Pin placement:
Scale: 1.5 px per um. Pins as bars across the die edge, other pins in gray.
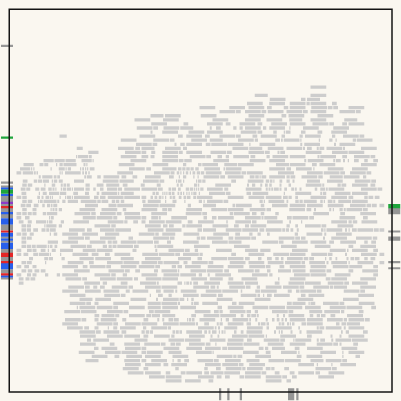
Clock wiring as the flow saved it:
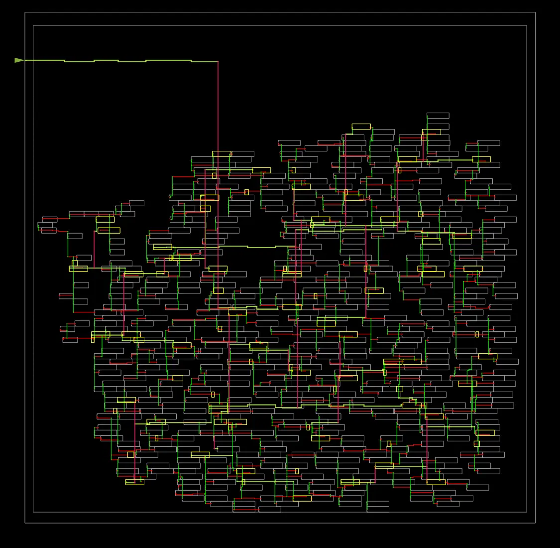
Cell area per tile:
Scale: 1.5 px per um. 25 x 25 tiles, from black (low) to pale yellow (high), 0 to 100% covered.
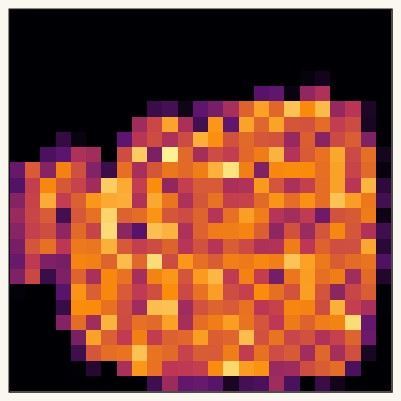
Placement by cell class:
Scale: 1 px per um.
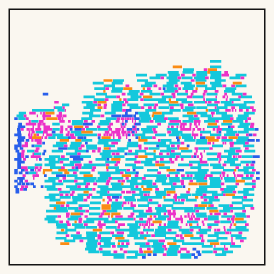
Metal layers overlaid:
Scale: 1 px per um.
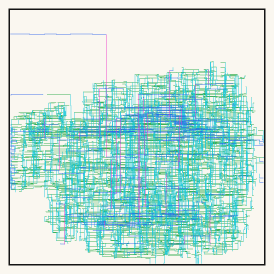
--- config.mk ---
export PLATFORM = sky130hd
export DESIGN_NAME = ks_memory
export DESIGN_NICKNAME = d
export VERILOG_FILES = /design/src/rtl/ks_memory.sv
export SDC_FILE = /design/constraint.sdc
export NUM_CORES = 1
export LEC_CHECK = 0
export ABC_CLOCK_PERIOD_IN_PS = 8100
export CAP_MARGIN = 20
export CORE_MARGIN = 4
export CORE_UTILIZATION = 35
export CTS_CLUSTER_SIZE = 20
export DETAILED_ROUTE_END_ITERATION = 6
export MAX_ROUTING_LAYER = met4
export PLACE_DENSITY = 0.6
export SETUP_SLACK_MARGIN = 0.4
export SYNTH_ARGS = -nofsm -noshare
export SYNTH_HDL_FRONTEND = slang
export SYNTH_SLANG_ARGS = --single-unit
--- constraint.sdc ---
create_clock -name clk -period 8.1 [get_ports clk]
set_input_delay 1.62 -clock clk [delete_from_list [all_inputs] [get_ports clk]]
set_output_delay 1.62 -clock clk [all_outputs]
set_load 0.05 [all_outputs]
--- src/rtl/ks_memory.sv ---
// Unified program/data memory for the K&S processor: zero-fills after reset,
// accepts a program image over a valid/ready stream, then serves the core.
module ks_memory #(
  parameter int DATA_W = 16,
  parameter int ADDR_W = 5
) (
  input  logic              clk,
  input  logic              rst_n,
  input  logic [ADDR_W-1:0] ram_addr,
  input  logic              ram_write_enable,
  input  logic [DATA_W-1:0] data_out,
  output logic [DATA_W-1:0] data_in,
  input  logic              load_valid,
  input  logic [DATA_W-1:0] load_data,
  input  logic              load_last,
  output logic              load_ready,
  input  logic              reload,
  output logic              cpu_run,
  output logic [ADDR_W:0]   loaded_words
);

  localparam int DEPTH = 1 << ADDR_W;
  localparam logic [ADDR_W-1:0] LAST_ADDR = ADDR_W'(DEPTH - 1);

  typedef enum logic [1:0] {ST_CLEAR, ST_LOAD, ST_RUN} state_e;

  state_e              state_q, state_d;
  logic [ADDR_W-1:0]   clr_ptr_q, clr_ptr_d;
  logic [ADDR_W-1:0]   wr_ptr_q, wr_ptr_d;
  logic [ADDR_W:0]     loaded_q, loaded_d;
  logic                load_ready_q, load_ready_d;
  logic                cpu_run_q, cpu_run_d;

  logic                mem_we;
  logic [ADDR_W-1:0]   mem_waddr;
  logic [DATA_W-1:0]   mem_wdata;
  logic [DATA_W-1:0]   mem_q [DEPTH];

  always_comb begin
    state_d   = state_q;
    clr_ptr_d = clr_ptr_q;
    wr_ptr_d  = wr_ptr_q;
    loaded_d  = loaded_q;
    mem_we    = 1'b0;
    mem_waddr = ram_addr;
    mem_wdata = data_out;
    unique case (state_q)
      ST_CLEAR: begin
        mem_we    = 1'b1;
        mem_waddr = clr_ptr_q;
        mem_wdata = '0;
        clr_ptr_d = clr_ptr_q + ADDR_W'(1);
        if (clr_ptr_q == LAST_ADDR) begin
          state_d  = ST_LOAD;
          wr_ptr_d = '0;
        end
      end
      ST_LOAD: begin
        if (load_valid) begin
          mem_we    = 1'b1;
          mem_waddr = wr_ptr_q;
          mem_wdata = load_data;
          wr_ptr_d  = wr_ptr_q + ADDR_W'(1);
          loaded_d  = loaded_q + (ADDR_W+1)'(1);
          // A full image ends the load even without load_last.
          if (load_last || (wr_ptr_q == LAST_ADDR)) state_d = ST_RUN;
        end
      end
      ST_RUN: begin
        // reload wins over a simultaneous processor write.
        if (reload) begin
          state_d   = ST_CLEAR;
          clr_ptr_d = '0;
          loaded_d  = '0;
        end else if (ram_write_enable) begin
          mem_we = 1'b1;
        end
      end
      default: state_d = ST_CLEAR;
    endcase
    load_ready_d = (state_d == ST_LOAD);
    cpu_run_d    = (state_d == ST_RUN);
  end

  always_ff @(posedge clk) begin
    if (!rst_n) begin
      state_q      <= ST_CLEAR;
      clr_ptr_q    <= '0;
      wr_ptr_q     <= '0;
      loaded_q     <= '0;
      load_ready_q <= 1'b0;
      cpu_run_q    <= 1'b0;
    end else begin
      state_q      <= state_d;
      clr_ptr_q    <= clr_ptr_d;
      wr_ptr_q     <= wr_ptr_d;
      loaded_q     <= loaded_d;
      load_ready_q <= load_ready_d;
      cpu_run_q    <= cpu_run_d;
    end
  end

  // Writes are suppressed during reset; the following CLEAR pass wipes the array anyway.
  always_ff @(posedge clk) begin
    if (rst_n && mem_we) mem_q[mem_waddr] <= mem_wdata;
  end

  assign data_in      = mem_q[ram_addr];
  assign load_ready   = load_ready_q;
  assign cpu_run      = cpu_run_q;
  assign loaded_words = loaded_q;

endmodule

==> Changelog: implementation <==
### Physical design

- Status: finished clean
- DRC: 0
- Synth Area in XOR/XNOR: less than 1%
- Maximum clock path buffer count: 3
- CP required: around 6.5 ns
- Syn_nets: around 1300
- Post-DP HPWL: roughly 32000 um
- Complex Gates by Area: 6.53%
- Finished layout cell area: about 25000 um^2
- Setup Skew: between 0.03 and 0.04 ns
- Vias in the first global route: approximately 12000
- IO Port Bufs: 66
- Maxcap violations: 0
- Syn Area/Cell: about 17 um^2
- Syn Inst Count: around 1300
- Worst Path Arrival: between 5 and 6 ns
- Layout Nets: approximately 1400
- Asr flop ratio synth: 0%
- Adder-cell share of the synthesized area: less than 1%
- H-tree depth: 2
- Syn-to-layout area delta: 16.8%
- Largest stage delay, worst path: approximately 0.95 ns
- Cell Type Count: between 40 and 50
## Picture notes: 'pin placement'
| port | color | pins | direction | edge |
|---|---|---|---|---|
| load_data | blue | 16 | input | left |
| loaded_words | red | 6 | output | left |
| ram_addr | green | 5 | input | 3 left, 2 right |
| reload | purple | 1 | input | left |
all pins by edge: 49 left, 10 right, 8 bottom

## Picture notes: 'clock wiring as the flow saved it'
clk ins delay skew pair: 0.62 ns
Clock Buffer Count: 65
clk pwr: 2.31 mW
clock sinks: 532
number of CTS-inserted buffers: 53

## Picture notes: 'cell area per tile'
fullest tile: 97%
tiles over 75% full: 11%
nearly empty tiles: 34%

## Picture notes: 'placement by cell class'
| class | color | cells | share of their area |
|---|---|---|---|
| flip-flops | cyan | 532 | 66% |
| clock drivers and dummy loads | orange | 93 | 6.8% |
| all other logic | magenta | 665 | 21% |
| other buffers and delay cells | blue | 129 | 5.5% |

## Picture notes: 'metal layers overlaid'
| layer | color | wire length |
|---|---|---|
| met1 | green | 24.3 mm |
| met4 | magenta | 1100 um |
| met2 | cyan | 23.7 mm |
| met3 | blue | 4140 um |

==> sequential cells by signal, indices dropped and copies added, names as in the netlist <==
signal / count
cpu_run: 1
mem_q: 512
clr_ptr_q: 5
load_ready: 1
loaded_words: 6
wr_ptr_q: 5
state_q: 2
==> cell type report <==
type	instances	area share, %
Tap cell	773	3.91
Clock buffer	65	5.70
Inverter	3	0.0455
Sequential cell	532	63.7
Timing Repair Buffer	129	5.26
Antenna cell	1	0.0101
Multi-Input combinational cell	662	20.5
Clock inverter	28	0.864
==> through the flow <==
step	setup slack [ns]	hold slack, ns	total power [mW]	util, %	std cells
2_1_floorplan	3.28	0.449	3.24	-	1276
6_report	1.27	0.493	5.61	41.6	2193
3_5_place_dp	1.36	0.480	3.36	38.7	2094
5_1_grt	1.23	0.528	5.78	41.6	2193
3_3_place_gp	1.38	0.471	3.36	38.6	2091
4_1_cts	1.35	0.489	5.65	41.4	2187
==> cells in the mapped netlist (3+ instances only) <==
library cell  count  area share (%)
a21o_1            3            0.11
a21oi_1          40            0.94
a22o_1           48             2.0
a22oi_1          68             2.4
a31oi_1          16            0.47
and3_1            3           0.089
buf_1             6            0.11
buf_2            36            0.85
buf_4             3            0.11
clkbuf_1         33            0.58
dfxtp_1          20             1.9
edfxtp_1        512              73
ha_1              5            0.30
inv_1             3           0.053
mux2i_1         258              12
nand2_1          41            0.73
nand2b_1          7            0.21
nand3_1          38            0.90
nand4_1          19            0.56
nor2_1           51            0.90
nor2_2            7            0.21
nor2b_1           3           0.089
nor3_1           17            0.40
o22a_1            6            0.25
o22ai_1           4            0.12
or2_1             3           0.089
or3_1             4            0.12
xor2_1            6            0.25
==> cell families (layout without fill, tap and decap cells) <==
logic type,after synthesis,after routing
buffers and inverters,82,225
muxes,258,258
adders and majority gates,5,5
and+or+nand+nor,201,201
AOI/OAI and AO/OA,192,192
DFF,532,532
xor gates and xnor gates,6,6
other,0,1
==> placed cells by master, fill, tap and decap left out, types with 11 or more instances in the layout <==
cell             netlist  final
clkdlybuf4s50_1        0     65
a31oi_1               16     16
clkinv_1               0     11
nor3_1                17     17
nor2_1                51     50
a22oi_1               68     68
nand4_1               19     19
nand3_1               38     38
dfxtp_1               20     20
clkbuf_16              0     54
buf_4                  3     53
a21oi_1               40     40
mux2i_1              258    258
edfxtp_1             512    512
nand2_1               41     41
a22o_1                48     48
==> per-layer routing <==
| metal | up-vias | global-route usage (%) | routed length (um) |
|---|---|---|---|
| met5 | - | - | 0 |
| met4 | 0 | 3.78 | 1100 |
| met3 | 68 | 4.03 | 4140 |
| met2 | 455 | 24.3 | 23700 |
| met1 | 6108 | 23.9 | 24300 |
| li1 | 5268 | - | - |
==> final timing paths <==
check / start / end / cells past startpoint
worst max-delay path: ram_addr[1] / data_in[2] / 8
worst min-delay path: wr_ptr_q[4] / wr_ptr_q[4] / 2
worst max register to register: state_q[0] / mem_q[30][6] / 6
worst min register to register: wr_ptr_q[4] / wr_ptr_q[4] / 2
==> where the power goes <==
group          internal [mW]  switching, mW  leakage (nW)
Sequential              2.99        0.00509          4.61
Clock                   1.30           1.01         0.791
Combinational          0.115          0.195          3.01
Total                   4.40           1.21          8.41
No activity file was given, so power comes from the tool's default toggle rates.
